## config.mk

```make
export PLATFORM = sky130hd
export DESIGN_NAME = core_seq_ctrl
export DESIGN_NICKNAME = d
export VERILOG_FILES = /design/src/rtl/core_seq_ctrl.sv
export SDC_FILE = /design/constraint.sdc
export NUM_CORES = 1
export LEC_CHECK = 0
export CAP_MARGIN = 20
export CORE_MARGIN = 2
export CORE_UTILIZATION = 35
export CTS_CLUSTER_SIZE = 24
export DETAILED_ROUTE_END_ITERATION = 7
export SYNTH_ARGS = -nofsm -noshare
export SYNTH_HDL_FRONTEND = slang
export SYNTH_SLANG_ARGS = --single-unit
```

## constraint.sdc

```tcl
create_clock -name clk -period 3.5 [get_ports clk]
set_input_delay 0.35 -clock clk [delete_from_list [all_inputs] [get_ports clk]]
set_output_delay 0.35 -clock clk [all_outputs]
set_load 0.05 [all_outputs]
```

## src/rtl/core_seq_ctrl.sv

```systemverilog
// Multi-cycle control sequencer: fetches, decodes and retires one instruction at a time,
// driving the datapath mux selects, memory handshakes and a single PC update per instruction.
module core_seq_ctrl #(
  parameter int DataSize      = 32,
  parameter int TimeoutCycles = 16
) (
  input  logic                clk,
  input  logic                rst,
  input  logic                imem_ack,
  input  logic [DataSize-1:0] imem_rdata,
  output logic                imem_req,
  input  logic                dmem_ack,
  output logic                dmem_req,
  output logic                dmem_we,
  input  logic                alu_zero,
  output logic [DataSize-1:0] instr,
  output logic [1:0]          pc_select,
  output logic [1:0]          imm_extend_select,
  output logic [2:0]          alu_src2_select,
  output logic [1:0]          write_reg_select,
  output logic [3:0]          alu_op,
  output logic                reg_write_en,
  output logic                pc_write_en,
  output logic                error
);

  localparam int              CntW    = $clog2(TimeoutCycles + 1);
  localparam logic [CntW-1:0] CntLast = CntW'(TimeoutCycles - 1);

  typedef enum logic [2:0] {
    S_FETCH, S_DECODE, S_EXEC, S_MEM, S_COMMIT, S_ERROR
  } state_t;

  typedef enum logic [2:0] {
    C_ALU, C_LOAD, C_STORE, C_BRANCH, C_JUMP
  } cls_t;

  state_t              state_q, state_nxt;
  logic [DataSize-1:0] instr_q;
  cls_t                cls_q;
  logic                bne_q;
  logic [1:0]          pc_sel_q, ext_q, wr_q;
  logic [2:0]          src2_q;
  logic [3:0]          op_q;
  logic [CntW-1:0]     cnt_q;
  logic                tmo;

  logic                dec_ok;
  cls_t                dec_cls;
  logic [1:0]          dec_pc, dec_ext, dec_wr;
  logic [2:0]          dec_src2;
  logic [3:0]          dec_op;
  logic [5:0]          opcode;

  assign opcode = instr_q[30:25];
  assign instr  = instr_q;
  assign tmo    = (cnt_q == CntLast);

  always_comb begin
    dec_ok   = 1'b1;
    dec_cls  = C_ALU;
    dec_pc   = 2'b00;
    dec_ext  = 2'b00;
    dec_src2 = 3'b000;
    dec_wr   = 2'b00;
    dec_op   = 4'd0;
    case (opcode)
      6'b100000: begin
        case (instr_q[4:0])
          5'b00000: dec_op = 4'd0;
          5'b00001: dec_op = 4'd1;
          5'b00010: dec_op = 4'd2;
          5'b00100: dec_op = 4'd3;
          5'b00011: dec_op = 4'd4;
          5'b01000: begin dec_op = 4'd5; dec_src2 = 3'b001; end
          5'b01001: begin dec_op = 4'd6; dec_src2 = 3'b001; end
          5'b01011: begin dec_op = 4'd7; dec_src2 = 3'b001; end
          default:  dec_ok = 1'b0;
        endcase
      end
      6'b101000: begin dec_src2 = 3'b001; dec_ext = 2'b01; dec_op = 4'd0; end
      6'b101100: begin dec_src2 = 3'b001; dec_ext = 2'b10; dec_op = 4'd3; end
      6'b101011: begin dec_src2 = 3'b001; dec_ext = 2'b10; dec_op = 4'd4; end
      6'b100010: begin dec_src2 = 3'b001; dec_ext = 2'b11; dec_wr = 2'b01; end
      6'b000010: begin dec_cls = C_LOAD;   dec_src2 = 3'b010; end
      6'b001010: begin dec_cls = C_STORE;  dec_src2 = 3'b010; end
      6'b100110: begin dec_cls = C_BRANCH; dec_src2 = 3'b100; dec_op = 4'd1; end
      // JAL shares the J path: no link register write is performed
      6'b100100: begin dec_cls = C_JUMP;   dec_pc = 2'b10; end
      default:   dec_ok = 1'b0;
    endcase
  end

  always_ff @(posedge clk) begin
    if (rst) state_q <= S_FETCH;
    else     state_q <= state_nxt;
  end

  always_comb begin
    state_nxt         = state_q;
    imem_req          = 1'b0;
    dmem_req          = 1'b0;
    dmem_we           = 1'b0;
    reg_write_en      = 1'b0;
    pc_write_en       = 1'b0;
    error             = 1'b0;
    pc_select         = pc_sel_q;
    imm_extend_select = ext_q;
    alu_src2_select   = src2_q;
    write_reg_select  = wr_q;
    alu_op            = op_q;
    case (state_q)
      S_FETCH: begin
        imem_req = 1'b1;
        if (imem_ack)  state_nxt = S_DECODE;
        else if (tmo)  state_nxt = S_ERROR;
      end
      S_DECODE: begin
        // selects are visible while decoding, then held from the registered copy
        pc_select         = dec_pc;
        imm_extend_select = dec_ext;
        alu_src2_select   = dec_src2;
        write_reg_select  = dec_wr;
        alu_op            = dec_op;
        state_nxt         = dec_ok ? S_EXEC : S_ERROR;
      end
      S_EXEC: begin
        state_nxt = (cls_q == C_LOAD || cls_q == C_STORE) ? S_MEM : S_COMMIT;
      end
      S_MEM: begin
        dmem_req = 1'b1;
        dmem_we  = (cls_q == C_STORE);
        if (dmem_ack)  state_nxt = S_COMMIT;
        else if (tmo)  state_nxt = S_ERROR;
      end
      S_COMMIT: begin
        pc_write_en  = 1'b1;
        reg_write_en = (cls_q == C_ALU) || (cls_q == C_LOAD);
        state_nxt    = S_FETCH;
      end
      S_ERROR: error = 1'b1;
      default: state_nxt = S_ERROR;
    endcase
    // reset kills any handshake or strobe in the very cycle it is raised
    if (rst) begin
      imem_req     = 1'b0;
      dmem_req     = 1'b0;
      dmem_we      = 1'b0;
      reg_write_en = 1'b0;
      pc_write_en  = 1'b0;
      error        = 1'b0;
    end
  end

  always_ff @(posedge clk) begin
    if (rst) begin
      instr_q  <= '0;
      cls_q    <= C_ALU;
      bne_q    <= 1'b0;
      pc_sel_q <= 2'b00;
      ext_q    <= 2'b00;
      src2_q   <= 3'b000;
      wr_q     <= 2'b00;
      op_q     <= 4'd0;
      cnt_q    <= '0;
    end else begin
      case (state_q)
        S_FETCH:  if (imem_ack) instr_q <= imem_rdata;
        S_DECODE: if (dec_ok) begin
          cls_q    <= dec_cls;
          bne_q    <= instr_q[14];
          pc_sel_q <= dec_pc;
          ext_q    <= dec_ext;
          src2_q   <= dec_src2;
          wr_q     <= dec_wr;
          op_q     <= dec_op;
        end
        S_EXEC: if (cls_q == C_BRANCH) pc_sel_q <= (alu_zero ^ bne_q) ? 2'b01 : 2'b00;
        S_MEM:  if (dmem_ack && cls_q == C_LOAD) wr_q <= 2'b10;
        default: ;
      endcase
      // wait counter; an ack on the limit cycle wins because it is tested first
      if ((state_q == S_FETCH && !imem_ack) || (state_q == S_MEM && !dmem_ack))
        cnt_q <= tmo ? '0 : cnt_q + CntW'(1);
      else
        cnt_q <= '0;
    end
  end

endmodule

```

Fig. 1: congestion heat map
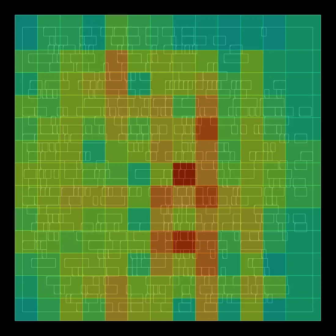
busiest layer in global routing: met2
met1 capacity usage during global routing: 23.5%
WL/cell: 13.1 microns
met2 Use GR: 26.6%

Fig. 2: M1 wires
Bar = 20 microns. Supply wires on this layer in grey.
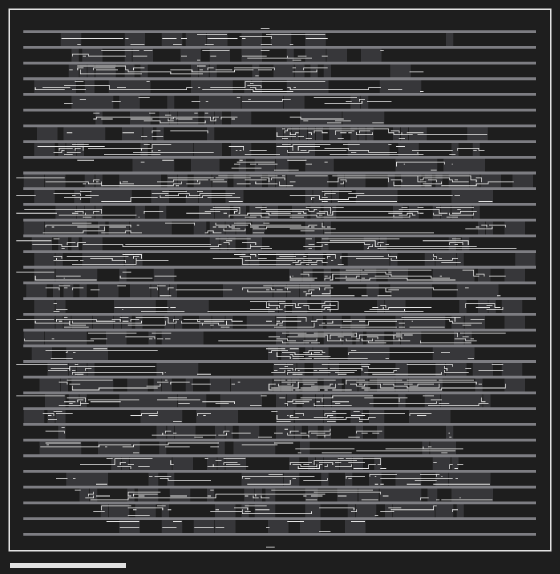
424 nets have wire on it. The wires run mostly horizontal.

Fig. 3: zoomed window
Bar = 10 microns. Region (27, 8) to (67, 48) microns. Cells in grey, sequential cells in the stronger grey; small squares are vias.
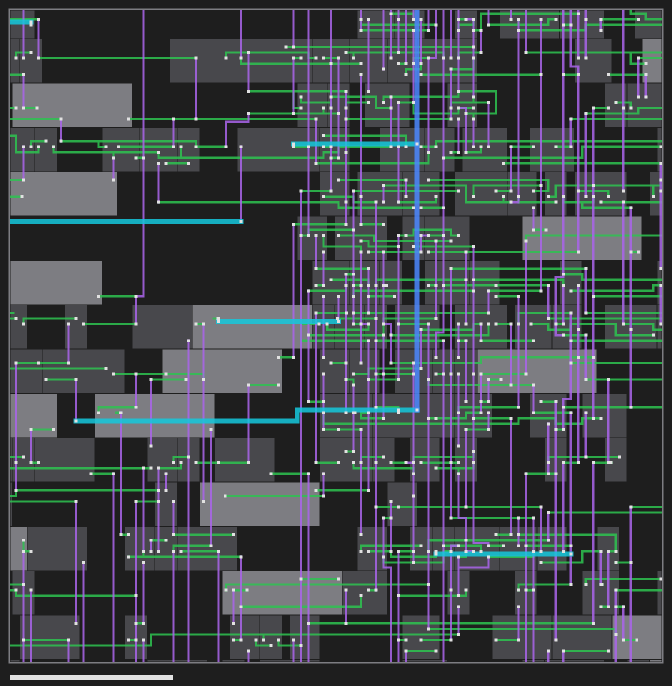
Purple is met2. Green is met1. Blue is met4. Cyan is met3.
Netlist names of flops here include instr (6), state_q (3). Most frequent: nand2_1 (21), dfxtp_1 (10). Sequential cells in the window: 10. 116 logic cells have their middle in the window.

==> CHANGELOG.md <==
### Implementation results

- Synth Flop Type: dfxtp_1
- RSZ-0062 raised after global routing: no
- Routed Antenna Nets: 0
- Uppermost routed layer: met4
- Chip Area, Yosys: 0.00280 sq mm
- Largest net degree at the start of global routing: 37
- Initial drt markers: about 150
- CP Capture Point: alu_op[1]
- Global-route wire length before repair: 12000 microns
- Clk pwr: 0.371 mW
- Root Buffer: clkbuf_8
- Most numerous logic cell after layout: nand2_1
- Layout cells sized above 1: 4.47%
- Number of logic gates: roughly 290
- Area grow syn2layout: 36.2%
- Combinational logic power: ~0.57 mW
- Top-area cell share: 40.0%
- Worst vdd ir: around 220 uV
- ANT cells: 0
- Worst Path Buf+Inv: 1
- Outcome: finished, final reports clean
- Vias: 2726
- Initial antenna violation count: 0
- CP required: 3150 ps
- Flop share of the area: 29.4%
- Combinational share of cell area: ~40%
- Logic area: 0.00154 sq mm
- Initial core utilization: 36.3%
- Syn Nets: 415
- Non-CTS buffers: 92
- Combinational share of power: 33.7%
- Async set or reset register ratio after synthesis: 0%
- Cell taking the most area after synthesis: dfxtp_1
- # nets final: roughly 490
- Clock power frac: 21.9%
- Psw: 0.634 mW
- Drc violations: 0
- CTS Buf Count: 5
- Reg power frac: ~44%
- CTS max path bufs: 2
- Leak: ~1.4 nW
- Flops: 56
- Post-route design area: between 0.003 and 0.004 sq mm
- Mean Syn Cell Area: 7.46 sq um
- Vias in the first global route: between 2000 and 2500
- Ys Warns: 0
- Pint: between 1 and 1.5 mW
- Worst Path Max Fanout: 13
- DRT met1 WL: 3520 microns
- Post-cts resize count: 0
- Post CTS Setup Buffer Count: 0
- Non-clk buf share: 24.1%
- Final core occ: 49.4%
- Crit-path max cell delay: 800 ps
- HPWL after DPL: roughly 5000 microns
- Final Hold Vio Count: 0
- Seq. pwr: about 0.75 mW
- Hold depth: 2
- PD cells: about 440 mW/mm^2
- Site row count: 32
- Worst hold endpoint: instr[14]$_SDFFE_PP0P_
- Max Freq: 313 MHz
- Hold Crit Start: rst
- H-tree Lvls: 2
- Clk_skew: 5.00 ps
- Worst-path clk slew: roughly 100 ps
- Hold WC Path Type: in -> reg
- Switching power share of the total: 37.5%
- CTS Hold Bufs: 0
- MaxCap Viol Count: 0
- Mean number of vias per cell: 4.97
- Register-to-Register Path Depth: 6
- Met2 WL: 3180 microns
- Slew Viols, Final: 0
- Most frequent cells in the layout: nand2_1, clkdlybuf4s50_1, dfxtp_1
- Top cells by area: dfxtp_1, nand2_1, a21oi_1
- Post-Synthesis Cells: around 380
- Clk cell area share: about 2.5%
==> cells by family after synthesis <==
group,synth area share [%]
compound gates,15.0
xor+xnor,1.87
fa+ha+maj,0.892
buf+inv,5.44
flops,40.0
mux,4.28
other cells,0.134
simple gates,32.4
==> metrics by stage <==
stage / hold WS (ps) / setup WS (ps) / power (mW) / instances
CTS: 368 / 294 / 1.69 / 548
global placement: 432 / 642 / 1.32 / 540
finish: 373 / 303 / 1.69 / 549
global route: 384 / 178 / 1.79 / 549
floorplan: 418 / 308 / 1.14 / 376
detailed placement: 439 / 655 / 1.32 / 540
==> routing by layer <==
layer  track usage (%)  vias up
li1                  -     1405
met1              23.5     1254
met2              26.6       62
met3              4.51        5
met4              4.17        0
met5                 0        -
Power figures rest on the tool's default switching activity, not on a simulated workload.
